[config.mk]
export PLATFORM = sky130hd
export DESIGN_NAME = stereo_frame_tx
export DESIGN_NICKNAME = d
export VERILOG_FILES = /design/src/rtl/stereo_frame_tx.sv
export SDC_FILE = /design/constraint.sdc
export NUM_CORES = 1
export LEC_CHECK = 0
export CORE_MARGIN = 8
export CORE_UTILIZATION = 54
export CTS_CLUSTER_DIAMETER = 60
export CTS_CLUSTER_SIZE = 25
export DETAILED_ROUTE_END_ITERATION = 16
export PLACE_DENSITY = 0.84
export SYNTH_ARGS = -nofsm -noshare
export SYNTH_HDL_FRONTEND = slang
export SYNTH_SLANG_ARGS = --single-unit
[constraint.sdc]
create_clock -name clk -period 3.8 [get_ports clk]
set_input_delay 0.76 -clock clk [delete_from_list [all_inputs] [get_ports clk]]
set_output_delay 0.76 -clock clk [all_outputs]
set_load 0.02 [all_outputs]
[src/rtl/stereo_frame_tx.sv]
// -----------------------------------------------------------------------------
// stereo_frame_tx
//
// Reads a left and a right 8-bit greyscale frame from a frame RAM. It drives
// them as a continuous pixel stream for the feature-processing top. Each eye
// is one unbroken valid burst of IMG_HEIGHT*IMG_WIDTH pixels in raster order.
// Each burst is followed by exactly GAP_CYCLES cycles with valid low.
//
// Optional feature (compile-time macro STEREO_TX_TESTPAT_EN):
//   Adds the input test_mode, which is sampled together with start. When it is
//   set, the RAM is not read. A synthetic pattern is emitted instead:
//   row^col for the left eye and row^(col+4) for the right eye. This gives a
//   4-pixel disparity. Framing is identical to memory mode.
//
// Ports:
//   clk            in   1       clock
//   rst            in   1       asynchronous, active-high reset
//   start          in   1       request one L+R frame pair (sampled in IDLE)
//   test_mode      in   1       synthetic pattern select (macro builds only)
//   busy           out  1       high from the cycle after accepted start until done
//   done           out  1       one-cycle pulse after the right-frame gap
//   mem_en         out  1       frame RAM read enable
//   mem_addr       out  ADDR_W  L pixel k at k, R pixel k at N+k
//   mem_data       in   8       RAM read data, valid 1 cycle after mem_en
//   img_dout       out  8       pixel to consumer
//   img_dout_valid out  1       pixel valid to consumer
//   img_eye        out  1       0 = left, 1 = right (meaningful while valid)
// -----------------------------------------------------------------------------
module stereo_frame_tx #(
  parameter int IMG_HEIGHT = 100,
  parameter int IMG_WIDTH  = 120,
  parameter int GAP_CYCLES = 4,
  parameter int ADDR_W     = $clog2(2 * IMG_HEIGHT * IMG_WIDTH)
) (
  input  logic              clk,
  input  logic              rst,
  input  logic              start,
`ifdef STEREO_TX_TESTPAT_EN
  input  logic              test_mode,
`endif
  output logic              busy,
  output logic              done,
  output logic              mem_en,
  output logic [ADDR_W-1:0] mem_addr,
  input  logic [7:0]        mem_data,
  output logic [7:0]        img_dout,
  output logic              img_dout_valid,
  output logic              img_eye
);

  localparam int N     = IMG_HEIGHT * IMG_WIDTH;
  localparam int ROW_W = (IMG_HEIGHT > 1) ? $clog2(IMG_HEIGHT) : 1;
  localparam int COL_W = (IMG_WIDTH > 1) ? $clog2(IMG_WIDTH) : 1;
  // The gap counter must reach GAP_CYCLES+1 (see S_GAP_R).
  localparam int GAP_W = $clog2(GAP_CYCLES + 2);

  localparam logic [ADDR_W-1:0] ADDR_L_LAST  = ADDR_W'(N - 1);
  localparam logic [ADDR_W-1:0] ADDR_R_FIRST = ADDR_W'(N);
  localparam logic [ADDR_W-1:0] ADDR_R_LAST  = ADDR_W'(2 * N - 1);
  localparam logic [ROW_W-1:0]  ROW_LAST     = ROW_W'(IMG_HEIGHT - 1);
  localparam logic [COL_W-1:0]  COL_LAST     = COL_W'(IMG_WIDTH - 1);
  localparam logic [GAP_W-1:0]  GAP_L_LAST   = GAP_W'(GAP_CYCLES - 1);
  // The right gap is counted from the last issued address. The two pipeline
  // stages add two cycles before the output itself has been low GAP_CYCLES.
  localparam logic [GAP_W-1:0]  GAP_R_LAST   = GAP_W'(GAP_CYCLES + 1);

  typedef enum logic [2:0] {
    S_IDLE,
    S_RD_L,
    S_GAP_L,
    S_RD_R,
    S_GAP_R
  } state_t;

  state_t            state;
  logic [GAP_W-1:0]  gap_cnt;
  logic              rd_act;    // a pixel slot is issued this cycle (either mode)
  logic              rd_eye;    // eye of the slot being issued
  logic [ROW_W-1:0]  row;
  logic [COL_W-1:0]  col;
  logic              p1_valid;  // stage aligned with mem_data
  logic              p1_eye;
  logic [7:0]        pixel_src;
  logic              mem_on_start;  // read RAM for the pair being accepted
  logic              mem_on_run;    // read RAM for the pair in flight

`ifdef STEREO_TX_TESTPAT_EN
  logic       tm_q;
  logic [7:0] p1_pat;

  assign mem_on_start = ~test_mode;
  assign mem_on_run   = ~tm_q;
  assign pixel_src    = tm_q ? p1_pat : mem_data;

  always_ff @(posedge clk or posedge rst) begin
    if (rst) begin
      tm_q   <= 1'b0;
      p1_pat <= 8'd0;
    end else begin
      if (state == S_IDLE && start) tm_q <= test_mode;
      p1_pat <= 8'(row) ^ (8'(col) + (rd_eye ? 8'd4 : 8'd0));
    end
  end
`else
  assign mem_on_start = 1'b1;
  assign mem_on_run   = 1'b1;
  assign pixel_src    = mem_data;
`endif

  // Control FSM. mem_en and mem_addr are registered outputs that follow state.
  // NOTE: every sequential block uses non-blocking assignments. All registers
  // then update together at the edge, and the order of statements cannot
  // create a race.
  always_ff @(posedge clk or posedge rst) begin
    if (rst) begin
      state    <= S_IDLE;
      busy     <= 1'b0;
      done     <= 1'b0;
      mem_en   <= 1'b0;
      mem_addr <= '0;
      rd_act   <= 1'b0;
      rd_eye   <= 1'b0;
      gap_cnt  <= '0;
    end else begin
      done <= 1'b0;
      case (state)
        S_IDLE: begin
          if (start) begin
            state    <= S_RD_L;
            busy     <= 1'b1;
            rd_act   <= 1'b1;
            rd_eye   <= 1'b0;
            mem_en   <= mem_on_start;
            mem_addr <= '0;
          end
        end
        S_RD_L: begin
          if (mem_addr == ADDR_L_LAST) begin
            state   <= S_GAP_L;
            rd_act  <= 1'b0;
            mem_en  <= 1'b0;
            gap_cnt <= '0;
          end else begin
            mem_addr <= mem_addr + 1'b1;
          end
        end
        S_GAP_L: begin
          // Issue and output are equally delayed, so an issue gap of
          // GAP_CYCLES gives the same low run on the output.
          if (gap_cnt == GAP_L_LAST) begin
            state    <= S_RD_R;
            rd_act   <= 1'b1;
            rd_eye   <= 1'b1;
            mem_en   <= mem_on_run;
            mem_addr <= ADDR_R_FIRST;
          end else begin
            gap_cnt <= gap_cnt + 1'b1;
          end
        end
        S_RD_R: begin
          if (mem_addr == ADDR_R_LAST) begin
            state   <= S_GAP_R;
            rd_act  <= 1'b0;
            mem_en  <= 1'b0;
            gap_cnt <= '0;
          end else begin
            mem_addr <= mem_addr + 1'b1;
          end
        end
        S_GAP_R: begin
          if (gap_cnt == GAP_R_LAST) begin
            state <= S_IDLE;
            busy  <= 1'b0;
            done  <= 1'b1;
          end else begin
            gap_cnt <= gap_cnt + 1'b1;
          end
        end
        default: state <= S_IDLE;
      endcase
    end
  end

  // Raster position of the slot currently being issued. Both counters wrap
  // back to zero at the end of each eye.
  always_ff @(posedge clk or posedge rst) begin
    if (rst) begin
      row <= '0;
      col <= '0;
    end else if (state == S_IDLE && start) begin
      row <= '0;
      col <= '0;
    end else if (rd_act) begin
      if (col == COL_LAST) begin
        col <= '0;
        row <= (row == ROW_LAST) ? '0 : row + 1'b1;
      end else begin
        col <= col + 1'b1;
      end
    end
  end

  // Two-stage output pipeline. Stage 1 lines up with the RAM read latency,
  // and stage 2 is the registered output.
  always_ff @(posedge clk or posedge rst) begin
    if (rst) begin
      p1_valid       <= 1'b0;
      p1_eye         <= 1'b0;
      img_dout_valid <= 1'b0;
      img_dout       <= 8'd0;
      img_eye        <= 1'b0;
    end else begin
      p1_valid       <= rd_act;
      p1_eye         <= rd_eye;
      img_dout_valid <= p1_valid;
      if (p1_valid) begin
        img_dout <= pixel_src;
        img_eye  <= p1_eye;
      end
    end
  end

endmodule

### Signal wires on met2, run 1

Scale: 4 px per um.
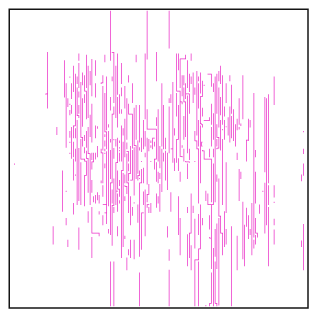
longest straight run: 36.0 um
nets with wire on the layer: 210
main direction: vertical
share of all routed wire: 50%
wire length on this layer: 2,270 um
Routed WL: 4550 um
Via Count: 1,600

### Met3 routing, run 1

Scale: 4 px per um.
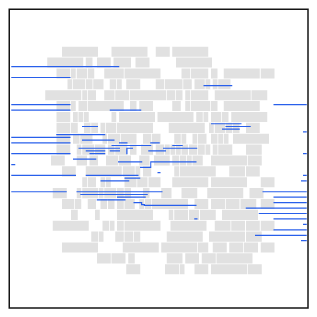
share of all routed wire: 10%
nets with wire on the layer: 47
main direction: horizontal
longest straight run: 26.7 um
wire length on this layer: 464 um

==> impl_metrics.json, run 1 <==
{
  "end_kind": "register",
  "powerDensity_nw_per_um2": 470,
  "drc": 0,
  "grtUsageMet2": 0.305,
  "routed-wl-met2_um": 2270,
  "grt_pass1_wl_um": 7710,
  "cp_max_fo": 11,
  "status": "finished clean",
  "critPathKind": "register to register",
  "wl_met1_um": 1750,
  "syn-num-nets": 200,
  "fin_skew_ns": 0.0103,
  "ant_nets": 0,
  "power_leader": "sequential cells",
  "final_cells": 270,
  "r2r_start": "state[1]$_DFFE_PP0P_",
  "worst_pin_slew_ns": 0.738,
  "place_area_um2": 2250,
  "buffers_excl_clock": 39,
  "ys_types": 39,
  "cts_tree": "built",
  "final_hold_viol_count": 0,
  "fin_tns_setup_ns": 0,
  "cts_resized": 0,
  "seq-power_mw": 0.527,
  "top_cells_by_area": "dfrtp_1, mux2_2, o21ai_0",
  "pre_cts_ws_ns": 1.37,
  "synth-main-ff-cell": "dfrtp_1",
  "die_w_um": 74.3,
  "p_seq_frac": 0.485,
  "rsz0062_at_grt": "no",
  "power_switching_mw": 0.373,
  "inverters_excl_clock": 10,
  "comb_area_um2": 832,
  "cp_data_arrival_time_ns": 2.71,
  "seq_share": 0.400
}
### Floorplan with the power grid, run 1

Scale: 4 px per um. Pins as bars on the die edge. Tap cells in gray.
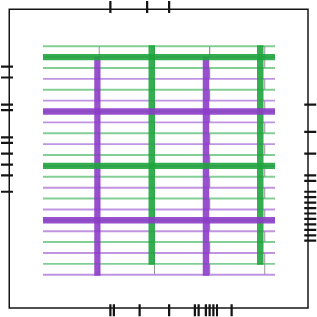
legend:
  VSS:
    color: purple
  VDD:
    color: green
rows: 21
met4 straps: 4
signal pins: 39
worst vdd ir: 0.365 mV
core area: 3310 um^2
Die Y: 74.3 um

run 1: how the worst max path moves through the flow:
stage	start	end	slack (ns)	cells after the start
2_1_floorplan	mem_addr[14]$_DFFE_PP0P_	mem_addr[9]$_DFFE_PP0P_	1.53	7
3_3_place_gp	state[1]$_DFFE_PP0P_	mem_addr[5]$_DFFE_PP0P_	1.47	6
3_5_place_dp	start	mem_addr[1]$_DFFE_PP0P_	1.37	7
4_1_cts	state[1]$_DFFE_PP0P_	mem_addr[5]$_DFFE_PP0P_	1.34	6
5_1_grt	state[1]$_DFFE_PP0P_	gap_cnt[2]$_DFFE_PP0P_	1.23	5
6_report	state[1]$_DFFE_PP0P_	mem_addr[5]$_DFFE_PP0P_	1.32	6
==> inputs of run 2 (changes only) <==
--- a/config.mk
+++ b/config.mk
@@ -6,11 +6,11 @@
 export NUM_CORES = 1
 export LEC_CHECK = 0
 export CORE_MARGIN = 8
-export CORE_UTILIZATION = 54
+export CORE_UTILIZATION = 45
 export CTS_CLUSTER_DIAMETER = 60
 export CTS_CLUSTER_SIZE = 25
 export DETAILED_ROUTE_END_ITERATION = 16
-export PLACE_DENSITY = 0.84
+export PLACE_DENSITY = 0.75
 export SYNTH_ARGS = -nofsm -noshare
 export SYNTH_HDL_FRONTEND = slang
 export SYNTH_SLANG_ARGS = --single-unit
==> constraint.sdc (replaced) <==
create_clock -name clk -period 2.23 [get_ports clk]
set_input_delay 0.446 -clock clk [delete_from_list [all_inputs] [get_ports clk]]
set_output_delay 0.446 -clock clk [all_outputs]
set_load 0.02 [all_outputs]
### Floorplan with the power grid, run 2

Scale: 4 px per um. Pins as bars on the die edge. Tap cells in gray.
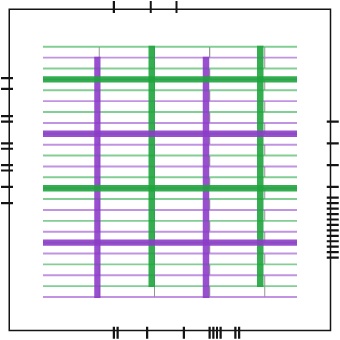
legend:
  VSS:
    color: purple
  VDD:
    color: green
tap cells: 50
met1 rails: 24

==> run 2 against run 1 <==
Sequential share of layout area fell by 2.5 points. Area after synthesis unchanged. Maximum frequency increased by 17%. Power up 99%. Hold slack got worse by 0.0031 ns. Critical endpoint unchanged.
==> impl_metrics.json, run 2 <==
{
  "routed-wl-met2_um": 2090,
  "cp_max_fo": 10,
  "p_seq_frac": 0.412,
  "drc": 0,
  "r2r_start": "mem_addr[14]$_DFFE_PP0P_",
  "top_cells_by_area": "dfrtp_1, mux2_2, o21ai_0",
  "grt_pass1_wl_um": 7420,
  "cts_tree": "built",
  "die_h_um": 79.9,
  "fin_skew_ns": 0.00716,
  "ys_types": 39,
  "rsz0062_at_grt": "no",
  "cp-startpoint": "mem_addr[14]$_DFFE_PP0P_",
  "status": "finished clean",
  "critPathKind": "register to register",
  "ant_nets": 0,
  "fin_tns_setup_ns": 0,
  "crit_end": "mem_addr[5]$_DFFE_PP0P_",
  "power_switching_mw": 0.655,
  "die_w_um": 79.9,
  "wl_met1_um": 2000
}
### Clock wiring as the flow saved it, run 2

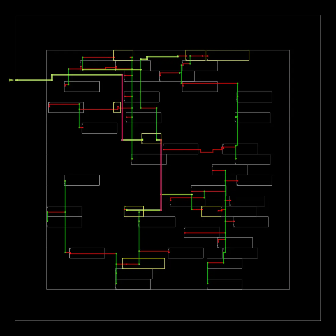
CLK BUF: 5
clk pwr: 0.687 mW

run 2: final cells by class:
type	instances	area share
Timing Repair Buffer	49	0.187
Tap cell	50	0.0253
Sequential cell	37	0.375
Clock buffer	5	0.0278
Inverter	10	0.0172
Clock inverter	3	0.0263
Multi-Input combinational cell	130	0.341
run 2: metrics by stage:
step | hold WS [ns] | instances | area [um^2] | util
final | 0.420 | 284 | 2470 | 0.623
after global routing | 0.432 | 284 | 2470 | 0.623
after CTS | 0.420 | 284 | 2460 | 0.620
after detailed placement | 0.403 | 276 | 2330 | 0.586
after global placement | 0.393 | 276 | 2330 | 0.586
after floorplan | 0.352 | 185 | 1840 | -
run 2: what timing repair did:
action / 4_1_cts / 5_1_grt
hold endpoints to repair: 0 / 0
resized: 0 / 2
setup endpoints to repair: 0 / 2
hold buffers: 0 / 0
No activity file was given, so power comes from the tool's default toggle rates.
